$ cat src/rtl/fetch_stage.sv
// fetch_stage: IF stage of the 5-stage pipeline.
// Owns the PC and fetches one word per request from a variable-latency
// instruction memory using a req/ack handshake. It presents
// {inst, pc, pc+4, valid} to the IF/ID register and inserts NOP bubbles
// while the memory is slow or after a redirect.
module fetch_stage #(
  parameter logic [31:0] RESET_PC = 32'h0000_0000,
  parameter logic [31:0] NOP_INST = 32'h0000_0013
) (
  input  logic        clk,
  input  logic        rstn,
  input  logic        stall_if,
  input  logic        flush_if,
  input  logic [1:0]  pc_sel_ex,
  input  logic [31:0] br_target_ex,
  input  logic [31:0] jalr_target_ex,
  output logic        imem_req,
  output logic [31:0] imem_addr,
  input  logic        imem_ack,
  input  logic [31:0] imem_rdata,
  output logic [31:0] inst_if,
  output logic [31:0] pc_if,
  output logic [31:0] pc_add4_if,
  output logic        valid_if,
  output logic        fetch_busy
);

  // S_IDLE : single settle cycle after reset release
  // S_REQ  : request at pc_q outstanding (or being acked this cycle)
  // S_HOLD : word arrived during a stall and waits in the holding buffer
  // S_DROP : request at a stale address must finish; its data is thrown away
  typedef enum logic [1:0] {
    S_IDLE = 2'd0,
    S_REQ  = 2'd1,
    S_HOLD = 2'd2,
    S_DROP = 2'd3
  } state_e;

  state_e      state_q, state_d;

  // Fetch PC and the address of an abandoned request still owed an ack
  logic [31:0] pc_q, pc_d;
  logic [31:0] drop_addr_q, drop_addr_d;

  // Holding buffer for a word that arrived while IF was stalled
  logic [31:0] buf_inst_q, buf_inst_d;
  logic [31:0] buf_pc_q, buf_pc_d;
  logic        buf_valid_q, buf_valid_d;

  // Registered outputs towards IF/ID
  logic [31:0] inst_q, inst_d;
  logic [31:0] pc_if_q, pc_if_d;
  logic [31:0] pc_add4_q, pc_add4_d;
  logic        valid_q, valid_d;

  // Redirect decode: only 01 (jalr) and 10 (branch/jal) carry a target
  logic        sel_jalr;
  logic        sel_br;
  logic        redirect;
  logic [31:0] redirect_target;
  logic [31:0] pc_plus4;
  logic [31:0] buf_pc_plus4;

  // Decode the redirect request and its target address
  always_comb begin
    sel_jalr        = (pc_sel_ex == 2'b01);
    sel_br          = (pc_sel_ex == 2'b10);
    redirect        = flush_if & (sel_jalr | sel_br);
    redirect_target = br_target_ex;
    if (sel_jalr) begin
      // jalr targets are forced to even addresses
      redirect_target = jalr_target_ex & ~32'h0000_0001;
    end
    pc_plus4        = pc_q + 32'd4;
    buf_pc_plus4    = buf_pc_q + 32'd4;
  end

  // State register
  always_ff @(posedge clk or negedge rstn) begin
    if (!rstn) begin
      state_q <= S_IDLE;
    end else begin
      state_q <= state_d;
    end
  end

  // Next-state logic; flush_if outranks stall_if, which outranks normal flow
  always_comb begin
    state_d = state_q;
    case (state_q)
      S_IDLE: begin
        state_d = S_REQ;
      end
      S_REQ: begin
        if (redirect) begin
          // An unacked request cannot be withdrawn; wait it out in S_DROP
          state_d = imem_ack ? S_REQ : S_DROP;
        end else if (flush_if) begin
          state_d = S_REQ;
        end else if (stall_if && imem_ack) begin
          state_d = S_HOLD;
        end else begin
          state_d = S_REQ;
        end
      end
      S_HOLD: begin
        if (flush_if || !stall_if) begin
          state_d = S_REQ;
        end
      end
      S_DROP: begin
        if (imem_ack) begin
          state_d = S_REQ;
        end
      end
      default: begin
        state_d = S_IDLE;
      end
    endcase
  end

  // Memory-side outputs decoded from the current state
  always_comb begin
    imem_req   = (state_q == S_REQ) || (state_q == S_DROP);
    imem_addr  = (state_q == S_DROP) ? drop_addr_q : pc_q;
    fetch_busy = ((state_q == S_REQ) && !imem_ack) || (state_q == S_DROP);
  end

  // Datapath next values: PC, holding buffer and IF/ID outputs
  always_comb begin
    pc_d        = pc_q;
    drop_addr_d = drop_addr_q;
    buf_inst_d  = buf_inst_q;
    buf_pc_d    = buf_pc_q;
    buf_valid_d = buf_valid_q;
    inst_d      = inst_q;
    pc_if_d     = pc_if_q;
    valid_d     = valid_q;
    case (state_q)
      S_IDLE: begin
        if (flush_if) begin
          inst_d  = NOP_INST;
          valid_d = 1'b0;
          if (redirect) begin
            pc_d = redirect_target;
          end
        end
      end
      S_REQ: begin
        if (redirect) begin
          // Any same-cycle response belongs to the wrong path and is ignored
          pc_d    = redirect_target;
          inst_d  = NOP_INST;
          valid_d = 1'b0;
          if (!imem_ack) begin
            drop_addr_d = pc_q;
          end
        end else if (flush_if) begin
          // Squash without redirect: the word is discarded and refetched
          inst_d  = NOP_INST;
          valid_d = 1'b0;
        end else if (stall_if) begin
          if (imem_ack) begin
            buf_inst_d  = imem_rdata;
            buf_pc_d    = pc_q;
            buf_valid_d = 1'b1;
          end
        end else if (imem_ack) begin
          inst_d  = imem_rdata;
          pc_if_d = pc_q;
          valid_d = 1'b1;
          pc_d    = pc_plus4;
        end else begin
          inst_d  = NOP_INST;
          valid_d = 1'b0;
        end
      end
      S_HOLD: begin
        if (flush_if) begin
          buf_valid_d = 1'b0;
          inst_d      = NOP_INST;
          valid_d     = 1'b0;
          if (redirect) begin
            pc_d = redirect_target;
          end
        end else if (!stall_if) begin
          inst_d      = buf_inst_q;
          pc_if_d     = buf_pc_q;
          valid_d     = buf_valid_q;
          pc_d        = buf_pc_plus4;
          buf_valid_d = 1'b0;
        end
      end
      S_DROP: begin
        // A further redirect only retargets the PC; output stays a bubble
        if (redirect) begin
          pc_d = redirect_target;
        end
        inst_d  = NOP_INST;
        valid_d = 1'b0;
      end
      default: begin
        pc_d = pc_q;
      end
    endcase
    pc_add4_d = pc_if_d + 32'd4;
  end

  // Datapath registers
  always_ff @(posedge clk or negedge rstn) begin
    if (!rstn) begin
      pc_q        <= RESET_PC;
      drop_addr_q <= RESET_PC;
      buf_inst_q  <= NOP_INST;
      buf_pc_q    <= RESET_PC;
      buf_valid_q <= 1'b0;
      inst_q      <= NOP_INST;
      pc_if_q     <= RESET_PC;
      pc_add4_q   <= RESET_PC + 32'd4;
      valid_q     <= 1'b0;
    end else begin
      pc_q        <= pc_d;
      drop_addr_q <= drop_addr_d;
      buf_inst_q  <= buf_inst_d;
      buf_pc_q    <= buf_pc_d;
      buf_valid_q <= buf_valid_d;
      inst_q      <= inst_d;
      pc_if_q     <= pc_if_d;
      pc_add4_q   <= pc_add4_d;
      valid_q     <= valid_d;
    end
  end

  // Drive the IF/ID outputs straight from their registers
  always_comb begin
    inst_if    = inst_q;
    pc_if      = pc_if_q;
    pc_add4_if = pc_add4_q;
    valid_if   = valid_q;
  end

endmodule

$ cat config.mk
export PLATFORM = sky130hd
export DESIGN_NAME = fetch_stage
export DESIGN_NICKNAME = d
export VERILOG_FILES = /design/src/rtl/fetch_stage.sv
export SDC_FILE = /design/constraint.sdc
export NUM_CORES = 1
export LEC_CHECK = 0
export CAP_MARGIN = 20
export CORE_ASPECT_RATIO = 1.2
export CORE_MARGIN = 4
export CORE_UTILIZATION = 53
export DETAILED_ROUTE_END_ITERATION = 6
export PLACE_DENSITY = 0.81
export SETUP_SLACK_MARGIN = 0.3
export SLEW_MARGIN = 15
export SYNTH_ARGS = -nofsm -noshare
export SYNTH_HDL_FRONTEND = slang
export SYNTH_SLANG_ARGS = --single-unit
$ cat constraint.sdc
create_clock -name clk -period 3.2 [get_ports clk]
set_clock_uncertainty 0.05 [all_clocks]
set_input_delay 0.8 -clock clk [delete_from_list [all_inputs] [get_ports clk]]
set_output_delay 0.8 -clock clk [all_outputs]
set_load 0.05 [all_outputs]
metal_density.png
The die is cut into 29 by 35 equal tiles; white is low, dark blue is high, scaled to the fullest tile. Values are wire area over tile area, all layers added.
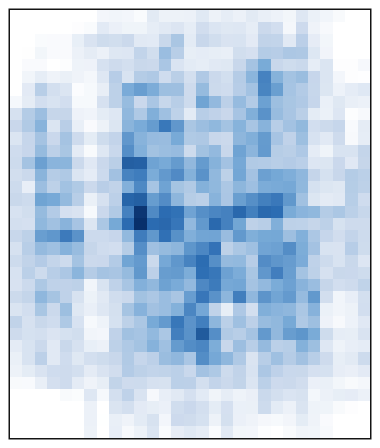
- nearly empty tiles: 7.3%
- mean over tiles: 0.27
- densest ninth of the die: middle
- tiles over half the peak: 14%
average detailed-routed wire length per instance: 22.1 µm
global-route total usage across every layer: 30.0%
DR vias: 11,100

detail.png
Scale bar: 5 µm. Region (63, 111) to (83, 131) µm. Cells in gray, sequential cells in the stronger gray; small squares are vias.
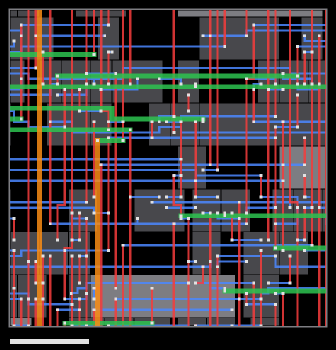
- red: metal 2
- orange: metal 4
- blue: metal 1
- green: metal 3
- most frequent: o21ai_0 (6), nand2_1 (5), nor2_1 (5)
- sequential cells in the window: 1
- cells with their middle in the window: 33
- netlist names of flops here include: `pc_q` (1)

io_placement.png
Scale bar: 50 µm. Pins as bars across the die edge, other pins in gray.
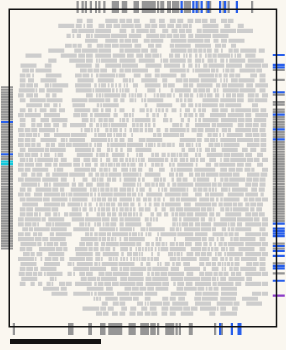
- purple: `rstn` (pins 1; direction input; edge right)
- cyan: `pc_sel_ex` (pins 2; direction input; edge left)
- blue: `pc_add4_if` (pins 32; direction output; edge 18 right, 8 top, 4 bottom, 2 left)
- all pins by edge: 71 right, 66 left, 52 top, 45 bottom

logic_types.png
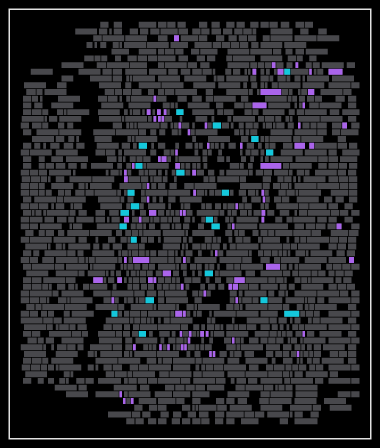
- cyan: non-inverting ao/oa cells (cells 22; most used a22o_1)
- purple: nor cells (cells 89; most used nor2_1)

==> impl_summary.log <==
[report] implementation figures
[metrics] number of instances in the synthesized netlist: 1,174
[metrics] fraction of registers with async set or reset after synthesis: 100%
[metrics] Simple Share, Synth: 12.8%
[metrics] core utilization at floorplan: 53.7%
[metrics] top-level port count: 234
[metrics] Multi-input comb cells: 830
[metrics] global route total overflow: 0
[metrics] Register-to-Register Setup Slack: 0.10 ns
[metrics] Seq. cell area: 5660 µm²
[metrics] number of distinct library cell variants in the gate-level netlist after synthesis: about 71
[metrics] peak supply drop: 0.000479 V
[metrics] layout cell share with drive strength beyond 1: 26.6%
[metrics] post-route core utilization: 75.3%
[metrics] measured slew at the worst slew-check pin: 0.647 ns
[metrics] post-route non-filler standard cell count: around 1,800
[metrics] count of clock buffers in the final design: 37
[metrics] layout inverter count without the clock tree: 22
[metrics] Crit path arrival time: roughly 3.5 ns
[metrics] share of cell area taken by muxes after synthesis: 13.9%
[metrics] termination of the worst setup path: pc_add4_if[29]$_DFF_PN0_
[metrics] CTS tree: built
[metrics] clk cell area share: 4.31%
[metrics] kind of start point of the critical path: flip-flop
[metrics] crit path DRT: 3.58 ns
[metrics] number of buffers inserted by hold repair at cts: 0
[metrics] Synth Seq Share: between 40 and 50%
[metrics] remaining design rule violation count: 0
[metrics] top logic cells by instance count in the layout: 219 x dfrtp_1, 195 x clkdlybuf4s50_1, 131 x mux2_2
[metrics] first-pass GRT wire length: 61,600 µm
[metrics] sw frac: 40.6%
[metrics] highest clock rate: about 0.32 GHz
[metrics] number of buffers on the longest clock path: 3
[metrics] multi-input logic portion of the cell area: 36.0%
[metrics] number of iterations in the first detailed-routing pass: 6
[metrics] DP Cell Count: 1,710
[metrics] number of clock buffers inserted by TritonCTS: 23
[metrics] number of sequential storage elements: about 230
[metrics] Int Power: just under 8 mW
[metrics] chip area from the yosys synthesis statistics: 12,100 µm²
[metrics] flops & latches, synth: approximately 230
[metrics] number of setup buffers added after CTS: 12
[metrics] setup repair after global routing missed its margin: yes
[metrics] total detailed-routing wirelength: 39,200 µm
[metrics] antenna violations before repair: 2
[metrics] largest net degree at the start of global routing: around 74
[metrics] xor-xnor portion of the synthesized cell area: 4.72%
[metrics] Synth warnings: 0
[metrics] count of nets left with antenna violations after detail routing: 0
[metrics] Clock Pin Slew Worst Setup and Hold Paths: 0.06 ns
[metrics] area of the mapped netlist: 12,100 µm²
[metrics] total power per unit cell area: between 700 and 800 nW/µm²
[metrics] dominant combinational cell family by area after synthesis: AND-OR/OR-AND gates
[metrics] setup-violating endpoint count in the final report: 0
[metrics] category of the worst setup path capture point: flip-flop
[metrics] tally of OpenROAD warnings: 33
[metrics] overall power after layout: around 13 mW
[metrics] share of total power in the clock network: 19.7%
[metrics] Final Instance Area: 16,900 µm²
[metrics] area fraction in full adders, half adders and majority gates: 0.830%
[metrics] worst setup slack after placement: -0.464 ns
[metrics] minimum clock period: 3.10 ns
[metrics] Cell Rows: 60
[metrics] Post-Synth AOI/OAI Area: 16.7%
[metrics] post-synthesis area per instance: 10.3 µm²
[metrics] number of cells traversed by the worst register-to-register path: 11
[metrics] result of the run: finished, final reports clean
[metrics] main flop type after synthesis: dfrtp_1
[metrics] most common library cell in the layout ignoring fill and taps: dfrtp_1
[metrics] violation tally from detailed-route iteration zero: 1,257
[metrics] Max-area cell class: multi-input combinational cells
[metrics] final worst-path setup slack: approximately 0.10 ns
[metrics] Post-Synthesis Net Count: roughly 1,300
## synth_stat cells (6+ instances only)
cell      instances  area share, %
dfrtp_1         219             45
dfstp_2           7            1.5
a211oi_1          9           0.56
nand2_1         129            4.0
buf_4             6           0.37
nor2b_1           7           0.36
mux2i_1          20            1.7
nand4_1          14           0.73
a21oi_1          46            1.9
a222oi_1          8           0.66
ha_1              8           0.83
o21ai_0          71            2.9
xor2_1           42            3.0
buf_2             9           0.37
o22ai_1           6           0.31
and3_1           15           0.78
nor3_1           11           0.46
clkbuf_1         62            1.9
buf_1            16           0.50
o311ai_0          7           0.51
a32oi_1          25            1.8
o31ai_1          31            1.9
a221oi_1         11           0.80
a31oi_1           7           0.36
xnor2_1          23            1.7
and4_1            8           0.58
mux2_2          131             12
inv_1            22           0.68
a22oi_1          38            2.4
nor2_1           58            1.8
nand3_1          34            1.4
## layer usage
metal | share of wire, % | up-vias | global-route usage (%) | wire, µm
met2 | 48 | 696 | 49.7 | 18800
met4 | 4.6 | 2 | 12.9 | 1790
met3 | 10 | 144 | 6.15 | 4040
met1 | 37 | 5297 | 38.5 | 14600
li1 | - | 4916 | - | -
met5 | 0.033 | - | 0 | 13
## worst max-delay path: stages, from the launching register on
cell,delay [ns]
dfrtp_1,0.38
inv_2,0.09
ha_4,0.32
nor3b_4,0.31
buf_12,0.17
a32oi_1,0.12
a222oi_1,0.46
buf_4,0.19
nand4_1,0.12
nand3b_4,0.26
nor4b_4,0.36
xor2_1,0.17
## power by group through the flow
stage,combinational (mW),sequential (mW),clock [mW]
after floorplan,2.89,5.05,0
after CTS,5.80,4.75,2.65
final,5.89,4.81,2.62
after global placement,5.62,4.72,0
after global routing,6.19,4.92,2.78
after detailed placement,5.72,4.79,0
Power and IR drop assume default switching activity.
